### Signal wires by layer

Scale bar: 50 um.
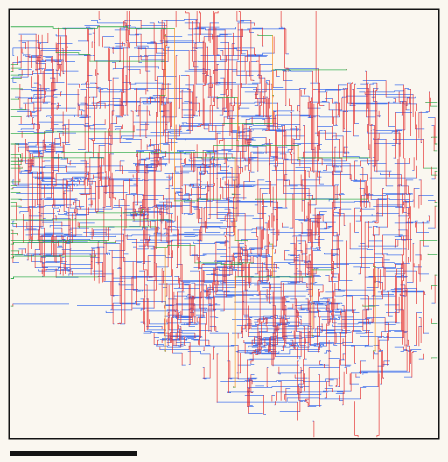
### M4 wires

Supply wires on this layer in grey. Cells faint in the background.
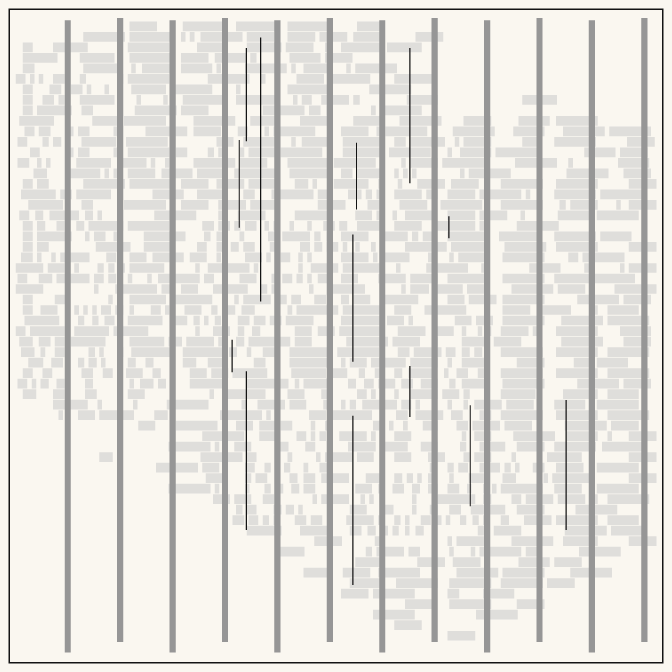
### Signal wires on met3

Scale bar: 50 um.
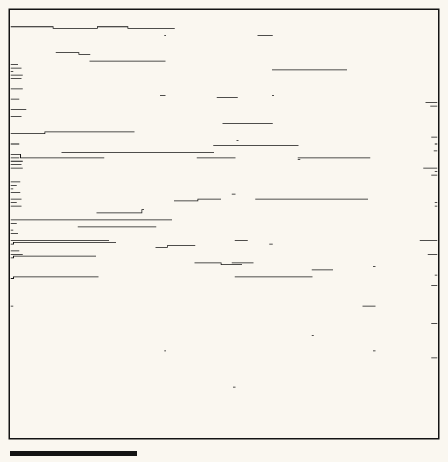
==> config.mk <==
export PLATFORM = sky130hd
export DESIGN_NAME = fft4_frame_ctrl
export DESIGN_NICKNAME = d
export VERILOG_FILES = /design/src/rtl/fft4_pkg.sv /design/src/rtl/fft4_core.sv /design/src/rtl/fft4_frame_ctrl.sv
export SDC_FILE = /design/constraint.sdc
export NUM_CORES = 1
export LEC_CHECK = 0
export CAP_MARGIN = 15
export CELL_PAD_IN_SITES_DETAIL_PLACEMENT = 1
export CELL_PAD_IN_SITES_GLOBAL_PLACEMENT = 2
export CORE_UTILIZATION = 40
export DETAILED_ROUTE_END_ITERATION = 12
export GPL_TIMING_DRIVEN = 1
export MAX_ROUTING_LAYER = met4
export PLACE_DENSITY = 0.86
export SYNTH_ARGS = -nofsm -noshare
export SYNTH_HDL_FRONTEND = slang
export SYNTH_HIERARCHICAL = 1
export SYNTH_SLANG_ARGS = --single-unit
==> constraint.sdc <==
create_clock -name clk -period 3.2 [get_ports clk]
set_input_delay 0.64 -clock clk [delete_from_list [all_inputs] [get_ports clk]]
set_output_delay 0.64 -clock clk [all_outputs]
set_load 0.1 [all_outputs]
==> GITHUB_STEP_SUMMARY <==
## Synthesis and layout report

| Metric | Value |
|---|---|
| Run status | finished clean |
| DRT antenna net count | 0 |
| Combinational Power Share | about 7.8% |
| Mux share | 6.578% |
| Psw | 0.001757 W |
| PostCTS Resize Cnt | 0 |
| Inverters | 60 |
| Syn Inst Count | 780 |
| Critical Path Stages | 3 |
| Worst path required time | 2.56 ns |
| Longest Clk Path Bufs | 3 |
| Clk_skew | just under 0.009 ns |
| Cell Area, Synth | 11130 sq um |
| P_int | 0.005972 W |
| Logic area | 3493 sq um |
| I/O pin cnt | 67 |
| Leakage power | a little over 5 nW |
| Sequential fraction of design power | 51.2% |
| Biggest area cells | edfxtp_1 (41%), dfxtp_1 (15%), mux4_2 (6.5%), ha_1 (6.4%), dfrtp_1 (5.4%) |
| Die Ht | 168.8 um |
| Cell count in the Yosys report | 780 |
| Layout net count | 906 |
| First-pass GRT wire length | 32.40 mm |
| Fin Setup TNS | 0 ns |
| Hpwl dp | 14.01 mm |
| Crit-path cells | buf_4 -> mux4_2 -> buf_12 |
About 'Signal wires by layer':
colour	layer	wire length
orange	met4	369 um
blue	met1	8670 um
red	met2	10100 um
green	met3	943 um
WL final: 20.07 mm
via count: 5734
gr usage total: 14.92%
drt wl/cell: 16.38 um

About 'M4 wires':
share of all routed wire	1.8%
wire length on this layer	369 um
longest straight run	68.0 um
main direction	vertical
nets with wire on the layer	5

About 'Signal wires on met3':
share of all routed wire	4.7%
wire length on this layer	943 um
longest straight run	63.2 um
met3 Usage GRT: 3.414%

## worst register-to-register path: stages (launching register included)
cell      delay, ns
dfrtp_2        0.53
buf_4          0.23
ha_1           0.36
nand4b_4       0.15
nor4_4         0.40
and4_1         0.26
xor2_1         0.14
## routing by layer
layer / share of wire [%] / track usage (%)
met5: 0 / -
met4: 1.8 / 3.874
met3: 4.7 / 3.414
met2: 50 / 25.22
met1: 43 / 17.98
## layout by cell type, fill, tap and decap left out, types with 3 or more instances in the layout
cell type / instances
buf_12: 36
clkbuf_16: 30
nand2_1: 21
nor3_1: 9
o22ai_1: 5
nand3_1: 7
nor2b_1: 12
clkbuf_8: 4
dfxtp_1: 86
ha_1: 57
a21oi_2: 3
inv_1: 58
clkinv_2: 5
xnor2_1: 36
o31a_1: 3
nand4_1: 5
a21boi_0: 4
a31oi_1: 3
edfxtp_1: 152
xor2_1: 19
o21ai_1: 4
clkinvlp_4: 4
clkbuf_1: 6
nor2_1: 39
mux4_2: 32
and2_1: 5
o21ai_0: 6
nand2b_1: 4
clkdlybuf4s50_1: 12
fa_1: 6
dfrtp_1: 22
and4_1: 3
conb_1: 38
o211ai_1: 4
a21oi_1: 29
or3_1: 6
o21a_1: 7
buf_4: 28
## stage by stage
step           cells  area [sq um]  setup slack, ns  total power (W)  util (%)
6_report        1225         13050           0.3824         0.007729     48.16
5_1_grt         1225         13050           0.2896         0.008045     48.16
4_1_cts         1224         13050           0.3225         0.007836     48.15
3_5_place_dp    1172         12130           0.3722         0.004634     44.75
3_3_place_gp    1172         12130           0.4401         0.004596     44.75
2_1_floorplan    817         11270           0.1708         0.004537         -
No activity file was given, so power comes from the tool's default toggle rates.
